### config.mk
export PLATFORM = sky130hd
export DESIGN_NAME = ram_read_arbiter_flat
export DESIGN_NICKNAME = d
export VERILOG_FILES = /design/src/rtl/ram_read_arbiter_if.sv /design/src/rtl/ram_read_arbiter.sv /design/src/flat_wrapper.sv
export SDC_FILE = /design/constraint.sdc
export NUM_CORES = 1
export LEC_CHECK = 0
export CAP_MARGIN = 15
export CORE_ASPECT_RATIO = 1.25
export CORE_MARGIN = 10
export CORE_UTILIZATION = 38
export DETAILED_ROUTE_END_ITERATION = 10
export PLACE_DENSITY_LB_ADDON = 0.25
export SLEW_MARGIN = 20
export SYNTH_ARGS = -nofsm -noshare
export SYNTH_HDL_FRONTEND = slang
export SYNTH_SLANG_ARGS = --single-unit
### constraint.sdc
create_clock -name clk -period 2.1 [get_ports clk]
set_input_delay 0.63 -clock clk [delete_from_list [all_inputs] [get_ports clk]]
set_output_delay 0.63 -clock clk [all_outputs]
set_load 0.05 [all_outputs]
### src/rtl/ram_read_arbiter_if.sv
// Shared-RAM read bus: per-requester request/response lanes plus the single RAM DMA read port.
interface ram_read_arbiter_if #(
  parameter int unsigned NUM_REQ      = 2,
  parameter int unsigned RAM_WID      = 32,
  parameter int unsigned RAM_WORD_WID = 16
);
  logic [NUM_REQ-1:0]         req_read;
  logic [NUM_REQ*RAM_WID-1:0] req_addr;
  logic [NUM_REQ-1:0]         req_valid;
  logic [NUM_REQ-1:0]         req_err;
  logic [RAM_WORD_WID-1:0]    req_word;
  logic [RAM_WID-1:0]         ram_dma_addr;
  logic                       ram_read;
  logic [RAM_WORD_WID-1:0]    ram_word;
  logic                       ram_valid;

  // Arbiter side.
  modport slave (
    input  req_read, req_addr, ram_word, ram_valid,
    output req_valid, req_err, req_word, ram_dma_addr, ram_read
  );

  // Requesters plus RAM, as seen from outside the arbiter.
  modport master (
    output req_read, req_addr, ram_word, ram_valid,
    input  req_valid, req_err, req_word, ram_dma_addr, ram_read
  );
endinterface

### src/rtl/ram_read_arbiter.sv
// Round-robin arbiter sharing one RAM DMA read port among NUM_REQ requesters,
// with a per-transaction timeout that reports an error instead of data.
module ram_read_arbiter #(
  parameter int unsigned NUM_REQ        = 2,
  parameter int unsigned RAM_WID        = 32,
  parameter int unsigned RAM_WORD_WID   = 16,
  parameter int unsigned TIMEOUT_CYCLES = 1023
) (
  input logic               clk,
  input logic               rst_L,
  ram_read_arbiter_if.slave bus
);

  localparam int unsigned PtrW = (NUM_REQ > 1) ? $clog2(NUM_REQ) : 1;
  localparam int unsigned CntW = $clog2(TIMEOUT_CYCLES + 1);

  typedef enum logic [1:0] {StIdle, StRamWait, StRamDrop, StResp} state_e;

  state_e                  state_q;
  logic [PtrW-1:0]         ptr_q, gnt_q, grant;
  logic                    any_req;
  logic [CntW-1:0]         cnt_q;
  logic                    err_q;
  logic [RAM_WID-1:0]      addr_q;
  logic                    ram_read_q;
  logic [NUM_REQ-1:0]      req_valid_q, req_err_q;
  logic [RAM_WORD_WID-1:0] word_q;

  function automatic logic [PtrW-1:0] rot(input logic [PtrW-1:0] base, input int unsigned off);
    int unsigned s;
    s = int'(base) + off;
    if (s >= NUM_REQ) s = s - NUM_REQ;
    return PtrW'(s);
  endfunction

  // Scan from the farthest offset down so the set bit nearest to ptr is written last and wins.
  always_comb begin
    grant   = ptr_q;
    any_req = 1'b0;
    for (int i = NUM_REQ - 1; i >= 0; i--) begin
      if (bus.req_read[rot(ptr_q, i)]) begin
        any_req = 1'b1;
        grant   = rot(ptr_q, i);
      end
    end
  end

  always_ff @(posedge clk or negedge rst_L) begin
    if (!rst_L) begin
      state_q     <= StIdle;
      ptr_q       <= '0;
      gnt_q       <= '0;
      cnt_q       <= '0;
      err_q       <= 1'b0;
      addr_q      <= '0;
      ram_read_q  <= 1'b0;
      req_valid_q <= '0;
      req_err_q   <= '0;
      word_q      <= '0;
    end else begin
      case (state_q)
        StIdle: begin
          if (any_req) begin
            gnt_q      <= grant;
            addr_q     <= bus.req_addr[int'(grant)*RAM_WID +: RAM_WID];
            ram_read_q <= 1'b1;
            cnt_q      <= '0;
            state_q    <= StRamWait;
          end
        end
        StRamWait: begin
          if (bus.ram_valid) begin
            word_q     <= bus.ram_word;
            ram_read_q <= 1'b0;
            err_q      <= 1'b0;
            state_q    <= StRamDrop;
          end else begin
            cnt_q <= cnt_q + CntW'(1);
            if (cnt_q == CntW'(TIMEOUT_CYCLES - 1)) begin
              ram_read_q <= 1'b0;
              word_q     <= '0;
              err_q      <= 1'b1;
              state_q    <= StRamDrop;
            end
          end
        end
        StRamDrop: begin
          // Let the RAM finish its valid pulse so it cannot be mistaken for the next read.
          if (!bus.ram_valid) begin
            req_valid_q[gnt_q] <= 1'b1;
            req_err_q[gnt_q]   <= err_q;
            state_q            <= StResp;
          end
        end
        StResp: begin
          if (!bus.req_read[gnt_q]) begin
            req_valid_q <= '0;
            req_err_q   <= '0;
            ptr_q       <= (gnt_q == PtrW'(NUM_REQ - 1)) ? '0 : gnt_q + PtrW'(1);
            state_q     <= StIdle;
          end
        end
        default: state_q <= StIdle;
      endcase
    end
  end

  assign bus.ram_dma_addr = addr_q;
  assign bus.ram_read     = ram_read_q;
  assign bus.req_valid    = req_valid_q;
  assign bus.req_err      = req_err_q;
  assign bus.req_word     = word_q;

endmodule
### src/flat_wrapper.sv
// flat-port wrapper written by rule: the top's interface ports become plain ports
module ram_read_arbiter_flat 
#(
  parameter int unsigned NUM_REQ        = 2,
  parameter int unsigned RAM_WID        = 32,
  parameter int unsigned RAM_WORD_WID   = 16,
  parameter int unsigned TIMEOUT_CYCLES = 1023
)
  (clk, rst_L, bus_req_read, bus_req_addr, bus_ram_word, bus_ram_valid, bus_req_valid, bus_req_err, bus_req_word, bus_ram_dma_addr, bus_ram_read);
  ram_read_arbiter_if #(.NUM_REQ(NUM_REQ), .RAM_WID(RAM_WID), .RAM_WORD_WID(RAM_WORD_WID)) bus_i ();
  input logic clk;
  input logic rst_L;
  input wire logic [$bits(bus_i.req_read)-1:0] bus_req_read;
  input wire logic [$bits(bus_i.req_addr)-1:0] bus_req_addr;
  input wire logic [$bits(bus_i.ram_word)-1:0] bus_ram_word;
  input wire logic [$bits(bus_i.ram_valid)-1:0] bus_ram_valid;
  output wire logic [$bits(bus_i.req_valid)-1:0] bus_req_valid;
  output wire logic [$bits(bus_i.req_err)-1:0] bus_req_err;
  output wire logic [$bits(bus_i.req_word)-1:0] bus_req_word;
  output wire logic [$bits(bus_i.ram_dma_addr)-1:0] bus_ram_dma_addr;
  output wire logic [$bits(bus_i.ram_read)-1:0] bus_ram_read;
  assign bus_i.req_read = bus_req_read;
  assign bus_i.req_addr = bus_req_addr;
  assign bus_i.ram_word = bus_ram_word;
  assign bus_i.ram_valid = bus_ram_valid;
  assign bus_req_valid = bus_i.req_valid;
  assign bus_req_err = bus_i.req_err;
  assign bus_req_word = bus_i.req_word;
  assign bus_ram_dma_addr = bus_i.ram_dma_addr;
  assign bus_ram_read = bus_i.ram_read;
  ram_read_arbiter #(.NUM_REQ(NUM_REQ), .RAM_WID(RAM_WID), .RAM_WORD_WID(RAM_WORD_WID), .TIMEOUT_CYCLES(TIMEOUT_CYCLES)) u_core (.clk(clk), .rst_L(rst_L), .bus(bus_i));
endmodule
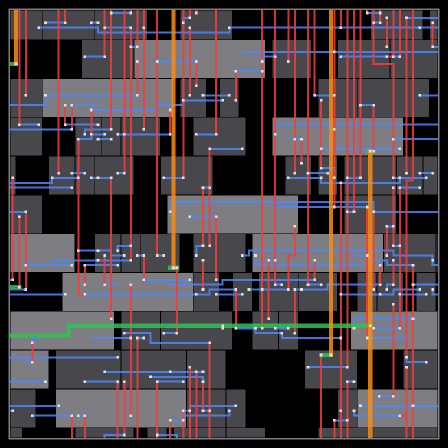
**Above:** run 1 (close-up of the layout).
Region (35, 70) to (65, 100) um. Cells in grey, sequential cells in the stronger grey; small squares are vias.
[orange] metal 4
[blue] metal 1
[green] metal 3
[red] metal 2
netlist names of flops here include: `u_core.bus.ram_dma_addr` (9), `u_core.state_q` (1)
sequential cells in the window: 10
most frequent: buf_4 (13)
cells with their middle in the window: 64

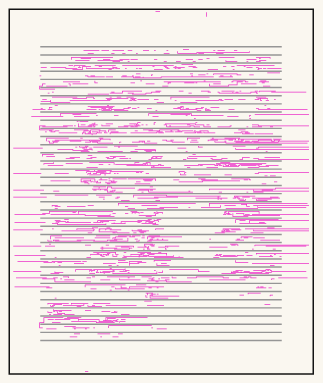
**Above:** run 1 (met1 routing).
Drawn at 3 px/um. Supply wires on this layer in grey.
share of all routed wire: 40%
longest straight run: 32.7 um
nets with wire on the layer: 472
main direction: horizontal
final wirelength: 8.99 mm
via count: 2721

==> summary.txt, run 1 <==
impl run done, here's what came out: Yosys Instances 290, CTS tree built, Worst Reg-to-Reg Cells 6, dpl cell area 4590 um^2, largest net degree at the start of global routing 69, IO buf count 137, Worst-Skew Late Latency 0.34 ns, DP HPWL 7.09 mm, hold_ws 0.297 ns, CTS Buffer Depth 2, Max Fclk 485 MHz, Synthesized registers 68, cell area after layout 4880 um^2, layout clock buffer count 11, registers 68, final-report hold violation count 0, Rows 36, area share, top type 54.8%, distinct lib cells 36, vias in the first global route 2834, hold buffers post-CTS 0, Setup crit end u_core.cnt_q[8]$_DFFE_PN0P_, P_int 0.00394 W, Mapped Cells 290, clock tree skew after final layout 0.0118 ns, Fillers 658, final slew viol count 0, Most common reg cell dfrtp_1, most instantiated logic cells after routing clkdlybuf4s50_1, buf_4, dfrtp_1, nand2_1, o21ai_0, logic area 1390 um^2, largest class sequential cells, H-tree levels 3, asr flop ratio synth 100%, power per standard cell area 1550 nW/um^2, Post-Syn Area 3100 um^2, final setup TNS 0 ns, met1 wire length 3.62 mm, flop share of the area 34.9%, final std cells w/o fill 544, Critical path origin u_core.state_q[0]$_DFFE_PN0P_, r2r endpoint u_core.cnt_q[8]$_DFFE_PN0P_, crit start category flop, worst min path class input pin to async pin, sw power 0.00363 W, Signal buf overhead 29.7%, first-pass GRT wire length 14.2 mm, kind of critical path flop to flop, status completed, Inverters excl. clock 9, critical path's slowest cell or4b_4, fin worst setup slack 0.0364 ns, CP arrival 2.32 ns, Layout area overhead 57.3%, DR pass1 iterations 4, core area 7880 um^2, grt total ovfl 0, met2 wire length 4.51 mm, switching share of power 47.9%, max reg flops 32, Max Used Layer met4, Vias/cell 5.00
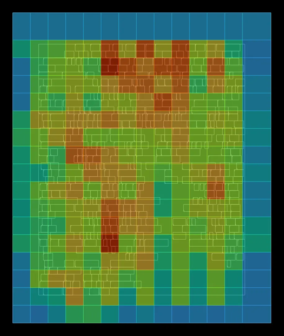
**Above:** run 1 (routing congestion map).
final design utilization: 61.9%
WL/cell: 16.5 um
met3 Use GR: 4.84%
All-Layer GR Usage: 14.4%
met1 Usage GRT: 16.3%

[run 1: cell families after synthesis]
| kind of cell | Yosys count | synth area share [%] |
|---|---|---|
| AOI/OAI and AO/OA | 85 | 16.9 |
| xor gates and xnor gates | 2 | 0.564 |
| adders and majority gates | 7 | 2.82 |
| buffers and inverters | 25 | 3.22 |
| DFF | 68 | 54.8 |
| muxes | 35 | 11.4 |
| and+or+nand+nor | 68 | 10.3 |
[run 1: power groups by stage]
stage | registers, W | clock network [W] | logic (W)
after CTS | 0.00218 | 0.00109 | 0.00431
final | 0.00219 | 0.00105 | 0.00433
after global routing | 0.00225 | 0.00113 | 0.00466
after global placement | 0.00218 | 0 | 0.00421
after floorplan | 0.00382 | 0 | 0.00110
after detailed placement | 0.00220 | 0 | 0.00429
==> run 2: changes to the inputs <==
--- a/config.mk
+++ b/config.mk
@@ -10,6 +10,7 @@
 export CORE_MARGIN = 10
 export CORE_UTILIZATION = 38
 export DETAILED_ROUTE_END_ITERATION = 10
+export MAX_ROUTING_LAYER = met4
 export PLACE_DENSITY_LB_ADDON = 0.25
 export SLEW_MARGIN = 20
 export SYNTH_ARGS = -nofsm -noshare
==> summary.txt, run 2 <==
impl run done, here's what came out: vias in the first global route 2831 (was 2834), CP arrival 2.32 ns (about the same), CTS Buffer Depth 2 (unchanged), Critical path origin u_core.state_q[0]$_DFFE_PN0P_ (unchanged), met1 Usage GRT 16.8% (was 16.3%), met1 wire length 3.76 mm (was 3.62 mm), area share, top type 54.8% (unchanged), sw power 0.00363 W (about the same), Signal buf overhead 29.7% (unchanged), cell area after layout 4880 um^2 (unchanged), most instantiated logic cells after routing clkdlybuf4s50_1, buf_4, dfrtp_1, nand2_1, o21ai_0 (unchanged), Synthesized registers 68 (unchanged), switching share of power 47.9% (about the same), met2 Use GR 23.7% (was 23.6%), P_seq 0.00219 W (about the same), Mapped Cells 290 (unchanged), DR pass1 iterations 4 (unchanged), kind of critical path flop to flop (unchanged), Inverters excl. clock 9 (unchanged), Signal buffers 160 (unchanged), logic area 1390 um^2 (unchanged), critical path's slowest cell or4b_4 (unchanged), Slew @ Worst Pin 0.617 ns (was 0.620 ns), DRC viols 0 (unchanged), asr flop ratio synth 100% (unchanged), r2r endpoint u_core.cnt_q[8]$_DFFE_PN0P_ (unchanged), clock tree skew after final layout 0.00833 ns (was 0.0118 ns), final slew viol count 0 (unchanged), dpl cell area 4590 um^2 (unchanged), Most common reg cell dfrtp_1 (unchanged), registers 68 (unchanged), Max Fclk 484 MHz (was 485 MHz), Post-synth top cells dfrtp_1, nand2_1, o21ai_0 (unchanged), final-report hold violation count 0 (unchanged), Comb. pwr 0.00434 W (was 0.00433 W), flop share of the area 34.9% (unchanged), Vias/cell 5.01 (was 5.00), power per standard cell area 1550 nW/um^2 (about the same), top power consumer group combinational logic (unchanged), max reg flops 32 (unchanged), CTS tree built (unchanged), Worst-Skew Late Latency 0.33 ns (was 0.34 ns), Max Used Layer met4 (unchanged), Fillers 658 (unchanged), worst min path class input pin to async pin (unchanged), distinct lib cells 36 (unchanged), P_int 0.00394 W (about the same), hold buffers post-CTS 0 (unchanged), H-tree levels 3 (unchanged), crit start category flop (unchanged), buffer and inverter count on the worst path 1 (unchanged), DP HPWL 7.09 mm (unchanged), largest net degree at the start of global routing 69 (unchanged), layout clock buffer count 11 (unchanged), final design utilization 61.9% (unchanged), Clock net power 0.00105 W (about the same), Setup crit end u_core.cnt_q[8]$_DFFE_PN0P_ (unchanged), GRT Max-Usage Layer met2 (unchanged), IO buf count 137 (unchanged), Worst Reg-to-Reg Cells 6 (unchanged), largest class sequential cells (unchanged), Yosys Instances 290 (unchanged), most numerous cell in the Yosys netlist dfrtp_1 (unchanged), met3 Use GR 4.90% (was 4.84%), status completed (unchanged), fin worst setup slack 0.0349 ns (was 0.0364 ns), met2 wire length 4.56 mm (was 4.51 mm), core area 7880 um^2 (unchanged), yosys synthesis chip area 3100 um^2 (unchanged), Rows 36 (unchanged)
-- run 2: cell counts after synthesis --
Identical to the previous run, type by type.
-- run 2: logic make-up after synthesis --
group	after synthesis	share of synthesized area (%)
muxes	35	11.4
AOI/OAI and AO/OA	85	16.9
DFF	68	54.8
and+or+nand+nor	68	10.3
adders and majority gates	7	2.82
xor gates and xnor gates	2	0.564
buffers and inverters	25	3.22
-- run 2: through the flow --
step | hold slack, ns | cells
floorplan | 0.334 | 290
global placement | 0.465 | 525
detailed placement | 0.473 | 525
CTS | 0.311 | 541
global route | 0.325 | 544
finish | 0.297 | 544
-- run 2: timing repair --
| action | CTS | global route |
|---|---|---|
| gates resized | 4 | 15 |
| pin swaps | 1 | 5 |
| endpoints found under the hold margin | 0 | 0 |
| setup buffers | 1 | 3 |
| endpoints found under the setup margin | 3 | 7 |
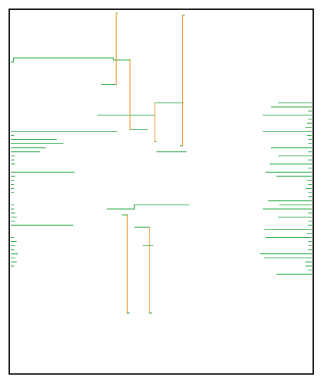
**Above:** run 2 (wiring by layer).
Drawn at 3 px/um. Only two layers are drawn.
[green] metal 3 | wire length: 558 um
[orange] metal 4 | wire length: 165 um
final wirelength: 9.04 mm
All-Layer GR Usage: 14.8%
WL/cell: 16.6 um
via count: 2727

Power figures rest on the tool's default switching activity, not on a simulated workload.
